==> config.mk <==
export PLATFORM = sky130hd
export DESIGN_NAME = hazard_control_unit
export DESIGN_NICKNAME = d
export VERILOG_FILES = /design/src/rtl/hazard_control_unit.sv
export SDC_FILE = /design/constraint.sdc
export NUM_CORES = 1
export LEC_CHECK = 0
export CORE_UTILIZATION = 40
export CTS_BUF_LIST = sky130_fd_sc_hd__clkbuf_2 sky130_fd_sc_hd__clkbuf_4 sky130_fd_sc_hd__clkbuf_8
export CTS_CLUSTER_DIAMETER = 120
export DETAILED_ROUTE_END_ITERATION = 12
export PLACE_DENSITY = 0.67
export SLEW_MARGIN = 10
export SYNTH_ARGS = -nofsm -noshare
export SYNTH_HDL_FRONTEND = slang
export SYNTH_SLANG_ARGS = --single-unit
export TNS_END_PERCENT = 30
==> constraint.sdc <==
create_clock -name clk -period 5.3 [get_ports clk]
set_input_delay 1.06 -clock clk [delete_from_list [all_inputs] [get_ports clk]]
set_output_delay 1.06 -clock clk [all_outputs]
set_load 0.01 [all_outputs]
### The metal 1 layer

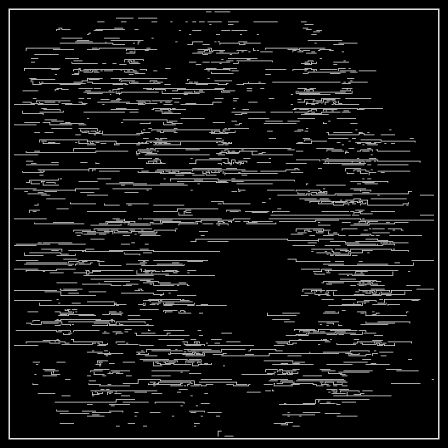
nets with wire on the layer: 577
share of all routed wire: 45%
main direction: horizontal
longest straight run: 36.8 um
wire length on this layer: 5560 um
Via Count: 4111
DRT Wirelength: 12330 um
global routing met1 resource utilization: 0.2527

### Metal 2

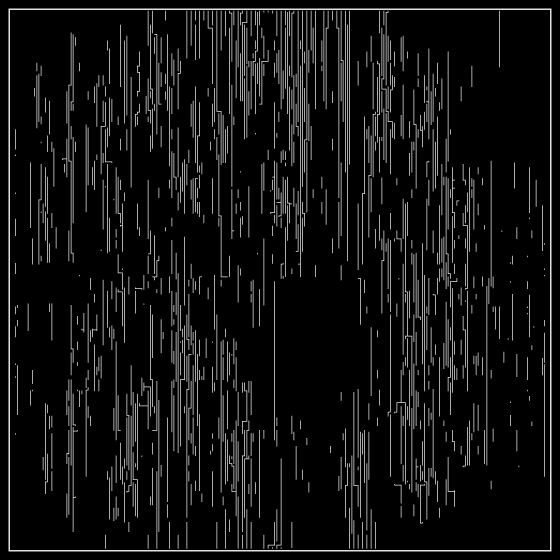
nets with wire on the layer: 569
longest straight run: 50.7 um
share of all routed wire: 48%
met2 Use GR: 0.3048

### Signal wires on met3

The bar under the picture is 20 um long. Cells faint in the background.
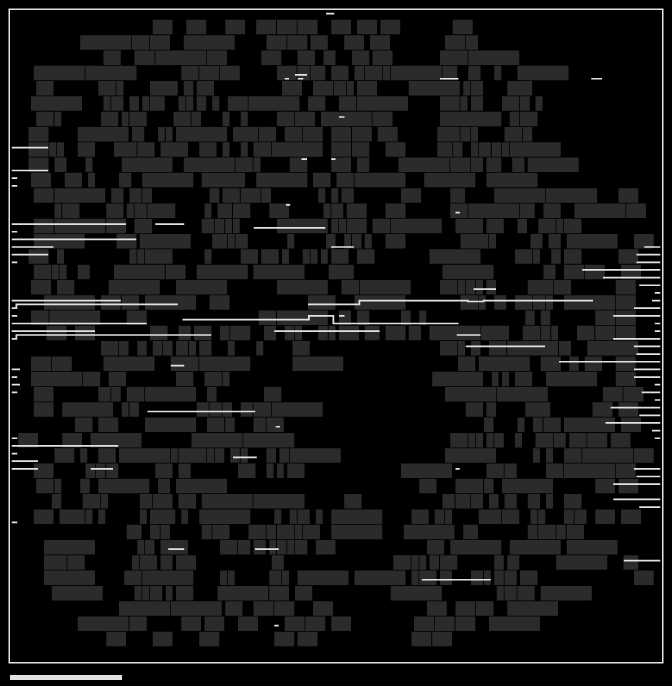
share of all routed wire: 4.9%
wire length on this layer: 606 um
longest straight run: 34.5 um
nets with wire on the layer: 75
met3 Usage GRT: 0.04446

### Congestion heat map

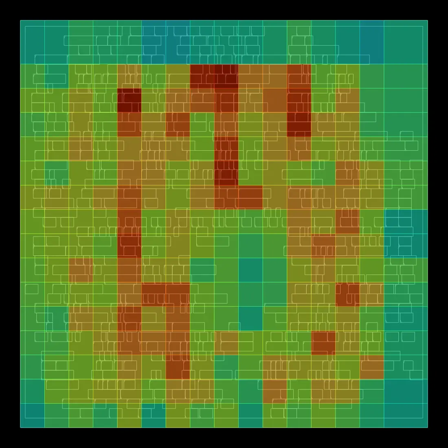
GRT Total Usage: 0.1943
wire per inst: 15.19 um
final core area utilization: 0.5413
grt peak-use layer: met2

==> impl_metrics.env <==
# yosys + openroad results
export IMPL_p_comb_frac=0.165
export IMPL_antenna_left=0
export IMPL_fin_worst_hold_slack_ps=487.0
export IMPL_critPathBufInv=2
export IMPL_place_ws_ps=865.1
export IMPL_sh_seq_area=0.3846
export IMPL_leakagePower_uw=0.003022
export IMPL_antennaDiodeCount=0
export IMPL_largest_class="sequential cells"
export IMPL_largestPowerGroup="sequential cells"
export IMPL_gp_congestion=0.8283
export IMPL_core_sq_um=12620
export IMPL_slowest_stage="or4_1"
export IMPL_cp_data_required_time_ps=4240
export IMPL_yosys_cells=506
export IMPL_maxSlewViolCount=0
export IMPL_cp_depth=6
export IMPL_worstSetupEndpointType="output port"
export IMPL_fin_ws_ps=870.6
export IMPL_p_int_uw=1278
export IMPL_status="finished, final reports clean"
export IMPL_rr_worst_depth=8
export IMPL_clkbuf_count=14
export IMPL_placed_area_sq_um=6616
export IMPL_cts_setup_buffers=0
